==> config.mk <==
export PLATFORM = sky130hd
export DESIGN_NAME = dds_profile_seq
export DESIGN_NICKNAME = d
export VERILOG_FILES = /design/src/rtl/dds_seq_pkg.sv /design/src/rtl/dds_profile_ram.sv /design/src/rtl/dds_profile_seq.sv
export SDC_FILE = /design/constraint.sdc
export NUM_CORES = 1
export LEC_CHECK = 0
export CAP_MARGIN = 5
export CORE_ASPECT_RATIO = 1.25
export CORE_MARGIN = 2
export CORE_UTILIZATION = 55
export CTS_BUF_LIST = sky130_fd_sc_hd__clkbuf_4 sky130_fd_sc_hd__clkbuf_8
export DETAILED_ROUTE_END_ITERATION = 6
export HOLD_SLACK_MARGIN = 0.06
export PLACE_DENSITY = 0.72
export RECOVER_POWER = 100
export SLEW_MARGIN = 20
export SYNTH_ARGS = -nofsm -noshare
export SYNTH_HDL_FRONTEND = slang
export SYNTH_HIERARCHICAL = 1
export SYNTH_SLANG_ARGS = --single-unit
export TNS_END_PERCENT = 30
==> constraint.sdc <==
create_clock -name clk -period 5.2 [get_ports clk]
set_clock_uncertainty 0.15 [all_clocks]
set_input_delay 1.04 -clock clk [delete_from_list [all_inputs] [get_ports clk]]
set_output_delay 1.04 -clock clk [all_outputs]
set_load 0.005 [all_outputs]
### M3 wires, run 1

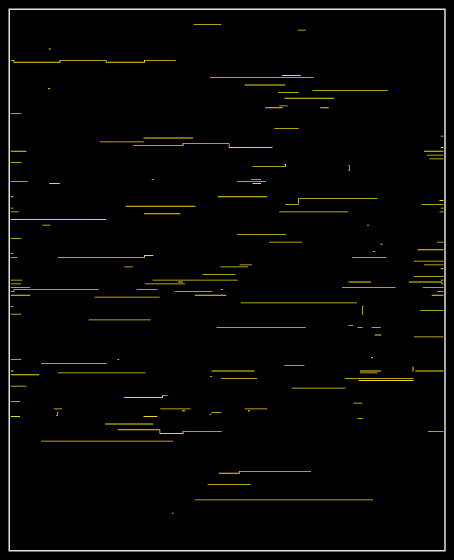
main direction: horizontal
nets with wire on the layer: 89
longest straight run: 63.7 microns
share of all routed wire: 5.1%
wire length on this layer: 1490 microns
vias: 7757
GRT met3 Usage: 0.04046
Total Wirelength: 29090 microns

### Met2 routing, run 1

Bar = 50 microns.
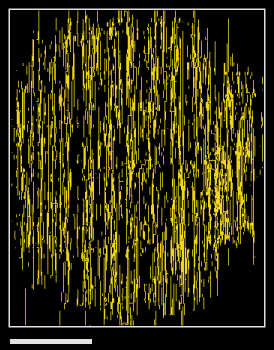
share of all routed wire: 51%
main direction: vertical
wire length on this layer: 14700 microns
nets with wire on the layer: 862
GR Layer Usage met2: 0.3328

### Congestion heat map, run 1

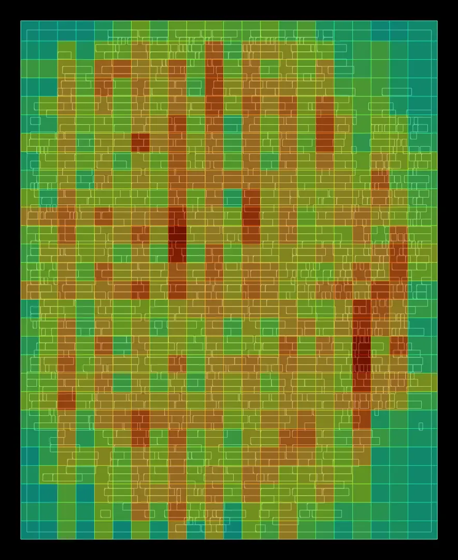
routed length per instance: 21.55 microns
all-layer global routing usage: 0.1984
gr busiest metal: met2

==> flow_metrics.tcl, run 1 <==
# yosys + openroad results
set metrics [dict create \
    nClkBuffers 96 \
    comb_area_sq_um 3916 \
    grt_pass1_wl_microns 45330 \
    synth_flops 411 \
    rows 69 \
    path_cells "dlygate4sd3_1 -> and2_0 -> nand2_1 -> nor2_4 -> clkbuf_1" \
    crit_path_top_delay_cell "clkbuf_1" \
    dpl.hpwl_microns 15980 \
    swShare 0.2350 \
    hold_depth 2 \
    status "finished with violations" \
    port_buffers 82 \
    total_power_uw 7456 \
    xor_share 0 \
    final_nets 1005 \
    final_common_cell "edfxtp_1" \
    rrSetupSlack_ns 1.21 \
    critPathBufInv 2 \
    biggestCellCategory "sequential cells" \
    logic_gate_count 361 \
    max_cap_violations 7 \
    fp_util 0.5584 \
    seqPwrFrac 0.538 \
    inverters 12 \
    ir_drop_mv 0.2747 \
    most_common_cell "edfxtp_1" \
    report.final.slew_viol_count 239 \
    fill_cells 1916 \
    routed_via_density 5.746 \
    grt_max_degree 81 \
    synthCells 818 \
    pg_clk_uw 2640 \
    setup_viol 0 \
    die_area_sq_um 30220 \
    tool_warnings 29 \
    floorplan.nets 880 \
    ys_seq_frac 0.7368 \
    timing.setup.tns_ns 0 \
    crit_required_ns 5.19 \
    taps 355 \
    violations "capacitance limit, slew limit" \
    die_y_microns 193.9 \
    core_sq_um 28400 \
    top_cells_by_area "edfxtp_1, mux4_1, dfrtp_1" \
    largest_register_ffs 320 \
    yosysUniqueCellTypes 47 \
]
==> run 2, diff against run 1 <==
--- a/config.mk
+++ b/config.mk
@@ -12,7 +12,7 @@
 export CTS_BUF_LIST = sky130_fd_sc_hd__clkbuf_4 sky130_fd_sc_hd__clkbuf_8
 export DETAILED_ROUTE_END_ITERATION = 6
 export HOLD_SLACK_MARGIN = 0.06
-export PLACE_DENSITY = 0.72
+export PLACE_DENSITY = 0.75
 export RECOVER_POWER = 100
 export SLEW_MARGIN = 20
 export SYNTH_ARGS = -nofsm -noshare
==> constraint.sdc (replaced) <==
create_clock -name clk -period 3.6 [get_ports clk]
set_clock_uncertainty 0.15 [all_clocks]
set_input_delay 0.72 -clock clk [delete_from_list [all_inputs] [get_ports clk]]
set_output_delay 0.72 -clock clk [all_outputs]
set_load 0.005 [all_outputs]
### M3 wires, run 2

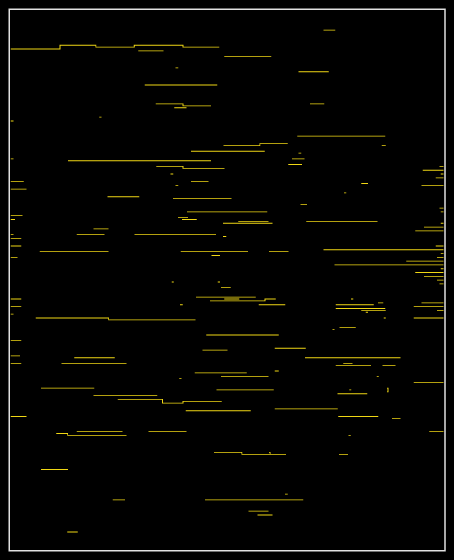
main direction: horizontal
longest straight run: 51.1 microns
share of all routed wire: 5.1%
wire length on this layer: 1500 microns
GRT met3 Usage: 0.04001
Total Wirelength: 29390 microns
vias: 7964

==> run 2 against run 1 <==
  * The flow still finishes with violations (capacitance limit, slew limit)
  * Flip-flop count did not move
  * Non-clock buffer count is 7 higher
  * Design area grew 0.25%
  * Largest power group unchanged
==> flow_metrics.tcl, run 2 <==
# yosys + openroad results
set metrics [dict create \
    largest_register_ffs 320 \
    fill_cells 1910 \
    total_power_uw 10820 \
    status "finished with violations" \
    comb_area_sq_um 3934 \
    taps 355 \
    top_cells_by_area "edfxtp_1, mux4_1, dfrtp_1" \
    final_common_cell "edfxtp_1" \
    hold_depth 2 \
    busiest_layer "met2" \
    inverters 12 \
    die_y_microns 193.9 \
    max_cap_violations 2 \
    fp_util 0.5584 \
    synth_flops 411 \
    swShare 0.2383 \
    tool_warnings 30 \
    violations "capacitance limit, slew limit" \
    report.final.slew_viol_count 109 \
    grt_pass1_wl_microns 45350 \
    avgRoutedWirePerCell_microns 21.67 \
    floorplan.nets 880 \
    core_sq_um 28400 \
    dpl.hpwl_microns 16550 \
    setup_viol 0 \
    rrSetupSlack_ns 0.56 \
    critPathBufInv 2 \
    final_nets 1012 \
    most_common_cell "edfxtp_1" \
    synthCells 818 \
    crit_path_top_delay_cell "clkbuf_2" \
    seqPwrFrac 0.536 \
    nClkBuffers 87 \
    path_cells "inv_1 -> ha_1 -> and2_0 -> nand2b_1 -> nor3_4 -> clkbuf_2" \
]
Power and IR drop assume default switching activity.
